<file path="src/rtl/bitty_fetch_ctrl.sv">
// -----------------------------------------------------------------------------
// bitty_fetch_ctrl
//
// Instruction-fetch controller for the Bitty core. Each fetch is a serial
// transaction over a byte-wide UART pair: one address byte out, then two
// instruction bytes back (high byte first). Each response byte has its own
// timeout. A timed-out transaction is resent from the address byte, up to
// MAX_RETRY times, after which a one-cycle error pulse is raised.
//
// Ports:
//   clk          system clock, rising edge
//   reset        asynchronous, active-high reset
//   fetch_req    CPU fetch request, sampled only in IDLE
//   fetch_addr   instruction address, latched when fetch_req is accepted
//   instr        last fetched instruction, held until the next good fetch
//   instr_valid  one-cycle pulse: instr was just updated
//   fetch_err    one-cycle pulse: fetch abandoned after all retries
//   busy         high whenever the FSM is not in IDLE
//   tx_data      byte to the UART transmitter (always the latched address)
//   tx_start     one-cycle transmit strobe
//   tx_busy      transmitter occupied
//   rx_data      byte from the UART receiver
//   rx_valid     one-cycle pulse: rx_data is valid
//   dbg_state    current FSM state, for debug/observation
//
// Handshakes: tx_start is a strobe that fires only while tx_busy is low, so
// a byte is handed over in exactly the cycle tx_start=1. rx_valid is a
// single-cycle pulse with no back-pressure; a byte is consumed only in
// RX_HI/RX_LO and silently dropped in every other state. fetch_req is a
// level sampled in IDLE only; it is neither queued nor acknowledged other
// than through instr_valid / fetch_err.
// -----------------------------------------------------------------------------
module bitty_fetch_ctrl #(
  parameter int TIMEOUT   = 1023,
  parameter int MAX_RETRY = 3
) (
  input  logic        clk,
  input  logic        reset,
  input  logic        fetch_req,
  input  logic [7:0]  fetch_addr,
  output logic [15:0] instr,
  output logic        instr_valid,
  output logic        fetch_err,
  output logic        busy,
  output logic [7:0]  tx_data,
  output logic        tx_start,
  input  logic        tx_busy,
  input  logic [7:0]  rx_data,
  input  logic        rx_valid,
  output logic [2:0]  dbg_state
);

  localparam int TW = $clog2(TIMEOUT + 1);
  localparam int RW = (MAX_RETRY > 0) ? $clog2(MAX_RETRY + 1) : 1;

  typedef enum logic [2:0] {
    S_IDLE  = 3'd0,
    S_SEND  = 3'd1,
    S_RX_HI = 3'd2,
    S_RX_LO = 3'd3,
    S_ERR   = 3'd4
  } state_t;

  state_t         state;
  logic [7:0]     addr_q;
  logic [7:0]     hi_q;
  logic [TW-1:0]  timer;
  logic [RW-1:0]  retry_cnt;
  logic           timeout_hit;
  logic           retry_ok;

  // Timer counts from 0 on entry to an RX state, so hitting TIMEOUT-1 with
  // no byte means TIMEOUT cycles have elapsed in that state.
  assign timeout_hit = (timer == TW'(TIMEOUT - 1));
  assign retry_ok    = (retry_cnt < RW'(MAX_RETRY));

  assign tx_start  = (state == S_SEND) && !tx_busy;
  assign busy      = (state != S_IDLE);
  assign tx_data   = addr_q;
  assign dbg_state = state;

  always_ff @(posedge clk or posedge reset) begin
    if (reset) begin
      state       <= S_IDLE;
      addr_q      <= '0;
      hi_q        <= '0;
      timer       <= '0;
      retry_cnt   <= '0;
      instr       <= '0;
      instr_valid <= 1'b0;
      fetch_err   <= 1'b0;
    end else begin
      instr_valid <= 1'b0;
      fetch_err   <= 1'b0;
      case (state)
        S_IDLE: begin
          timer <= '0;
          if (fetch_req) begin
            addr_q    <= fetch_addr;
            retry_cnt <= '0;
            state     <= S_SEND;
          end
        end

        // Waiting on a busy transmitter is not a link stall, so the timer
        // stays parked here.
        S_SEND: begin
          timer <= '0;
          if (!tx_busy) state <= S_RX_HI;
        end

        // rx_valid is checked before the timeout so a byte landing on the
        // last cycle of the window is still accepted.
        S_RX_HI: begin
          if (rx_valid) begin
            hi_q  <= rx_data;
            timer <= '0;
            state <= S_RX_LO;
          end else if (timeout_hit) begin
            timer <= '0;
            hi_q  <= '0;
            if (retry_ok) begin
              retry_cnt <= retry_cnt + RW'(1);
              state     <= S_SEND;
            end else begin
              state <= S_ERR;
            end
          end else begin
            timer <= timer + TW'(1);
          end
        end

        S_RX_LO: begin
          if (rx_valid) begin
            instr       <= {hi_q, rx_data};
            instr_valid <= 1'b1;
            timer       <= '0;
            state       <= S_IDLE;
          end else if (timeout_hit) begin
            timer <= '0;
            hi_q  <= '0;
            if (retry_ok) begin
              retry_cnt <= retry_cnt + RW'(1);
              state     <= S_SEND;
            end else begin
              state <= S_ERR;
            end
          end else begin
            timer <= timer + TW'(1);
          end
        end

        // fetch_err lands in the first IDLE cycle, so busy is already low
        // while the pulse is visible.
        S_ERR: begin
          fetch_err <= 1'b1;
          timer     <= '0;
          state     <= S_IDLE;
        end

        default: begin
          timer <= '0;
          state <= S_IDLE;
        end
      endcase
    end
  end

endmodule

</file>
<file path="config.mk">
export PLATFORM = sky130hd
export DESIGN_NAME = bitty_fetch_ctrl
export DESIGN_NICKNAME = d
export VERILOG_FILES = /design/src/rtl/bitty_fetch_ctrl.sv
export SDC_FILE = /design/constraint.sdc
export NUM_CORES = 1
export LEC_CHECK = 0
export CAP_MARGIN = 25
export CORE_UTILIZATION = 52
export DETAILED_ROUTE_END_ITERATION = 8
export HOLD_SLACK_MARGIN = 0.06
export PLACE_DENSITY = 0.94
export REMOVE_ABC_BUFFERS = 1
export SLEW_MARGIN = 30
export SYNTH_ARGS = -nofsm -noshare
export SYNTH_HDL_FRONTEND = slang
export SYNTH_SLANG_ARGS = --single-unit
</file>
<file path="constraint.sdc">
create_clock -name clk -period 2.9 [get_ports clk]
set_input_delay 0.435 -clock clk [delete_from_list [all_inputs] [get_ports clk]]
set_output_delay 0.435 -clock clk [all_outputs]
set_load 0.01 [all_outputs]
</file>
==> images/final_clocks.png <==
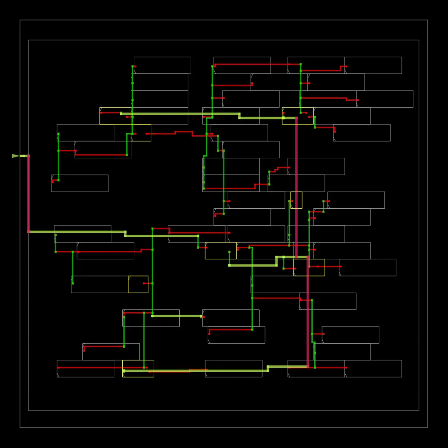
CTS Sinks: 49
P_clk: 407 uW
Flops: 49
Final Skew: 0.00932 ns

==> images/met2.png <==
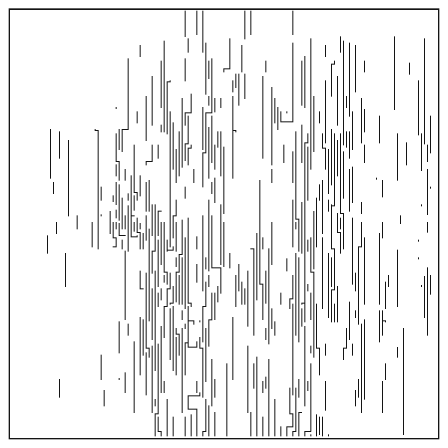
wire length on this layer: 1970 um
share of all routed wire: 48%
longest straight run: 27.5 um
nets with wire on the layer: 219
main direction: vertical

==> images/gate_families.png <==
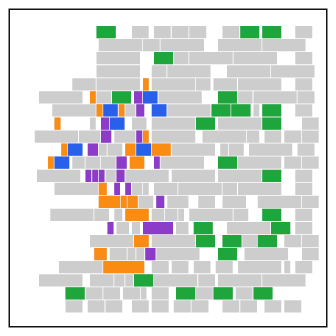
| family | color | cells |
|---|---|---|
| NAND gates | purple | 18 |
| NOR gates | orange | 19 |
| multiplexers | green | 25 |
| XOR/XNOR gates | blue | 7 |
Top cell excl fill/tap: clkdlybuf4s50_1
final std cells w/o fill: 263

==> images/drive_strength.png <==
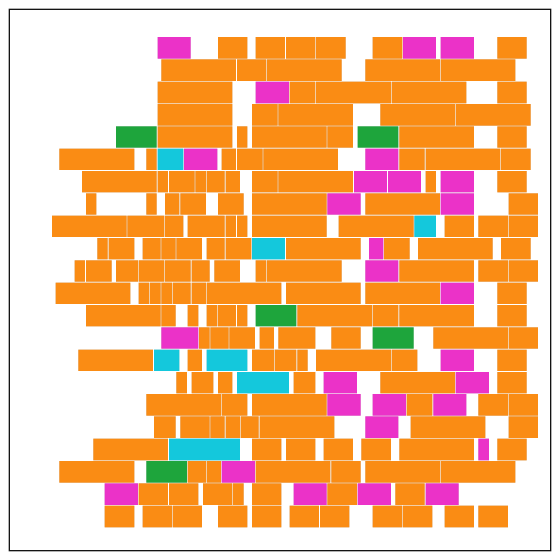
| size | color | cells | share | most used |
|---|---|---|---|---|
| drive 3 to 4 | cyan | 7 | 3.3% | clkinv_4 |
| drive 6 and up | green | 5 | 2.3% | clkbuf_8 |
| drive 1 or less | orange | 175 | 81% | clkdlybuf4s50_1 |
| drive 2 | magenta | 28 | 13% | mux2_2 |

==> images/cell_classes.png <==
Scale bar: 20 um. Fill, decap, tap and diode cells in gray.
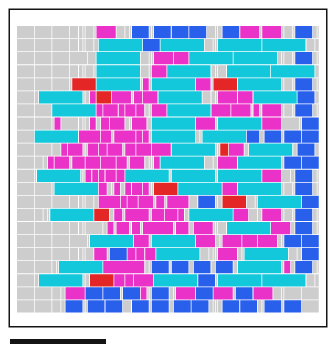
| class | color | cells |
|---|---|---|
| clock drivers and dummy loads | red | 8 |
| all other logic | magenta | 106 |
| other buffers and delay cells | blue | 52 |
| flip-flops | cyan | 49 |
Core ar.: 0.00377 sq mm
final instance area: 0.00274 sq mm
Layout Utilization: 72.7%
number of cell rows: 22

==> results_dict.tcl <==
# flow metrics
set metrics [dict create \
    clock_cell_area_share_pct 3.33 \
    cts_max_level 2 \
    topCellsByArea "dfrtp_1 (58%), mux2_2 (13%), a22o_1 (3.3%)" \
    required_ns 2.47 \
    dieArea_sq_mm 0.00433 \
    n_fill_cell 240 \
    fin_crit_ns 2.31 \
    pg_comb_uw 989 \
    cts_tree "built" \
    slew_headroom_pct 57.4 \
    nonClkBufAreaFrac_pct 18.9 \
    antenna_found_initial 0 \
    busiest_layer "met2" \
    sh_comb_area_pct 30.0 \
    met1Wirelength_um 1900 \
    holdWs_ns 0.418 \
    slew_viol_final 0 \
    wire_per_inst_um 15.7 \
    endpoint_kind "output pin" \
    cp_max_fo 12 \
    final_hold_viol_count 0 \
    grt-ovfl-total 0 \
    run_status "completed" \
    clkTransAtPathRegs_ns 0.09 \
    floorplan.die.height_um 65.8 \
    tns_ns 0 \
    use_met2_pct 31.3 \
    tool_warnings 26 \
    layout.area.comb_sq_um 822 \
    mux_area_share_pct 13.3 \
    fp_util_pct 56.1 \
    rr_worst_depth 4 \
    biggestCellCategory "sequential cells" \
    reg2reg_to "hi_q[1]" \
    switchingPower_uw 792 \
    drive_above_1_share_pct 18.6 \
    finalSetupViolations 0 \
    topCombFamilyByArea "simple AND/OR/NAND/NOR gates" \
    dpl.hpwl_um 2940 \
    avgSynthCellArea_sq_um 13.1 \
]
Power and IR drop assume default switching activity.
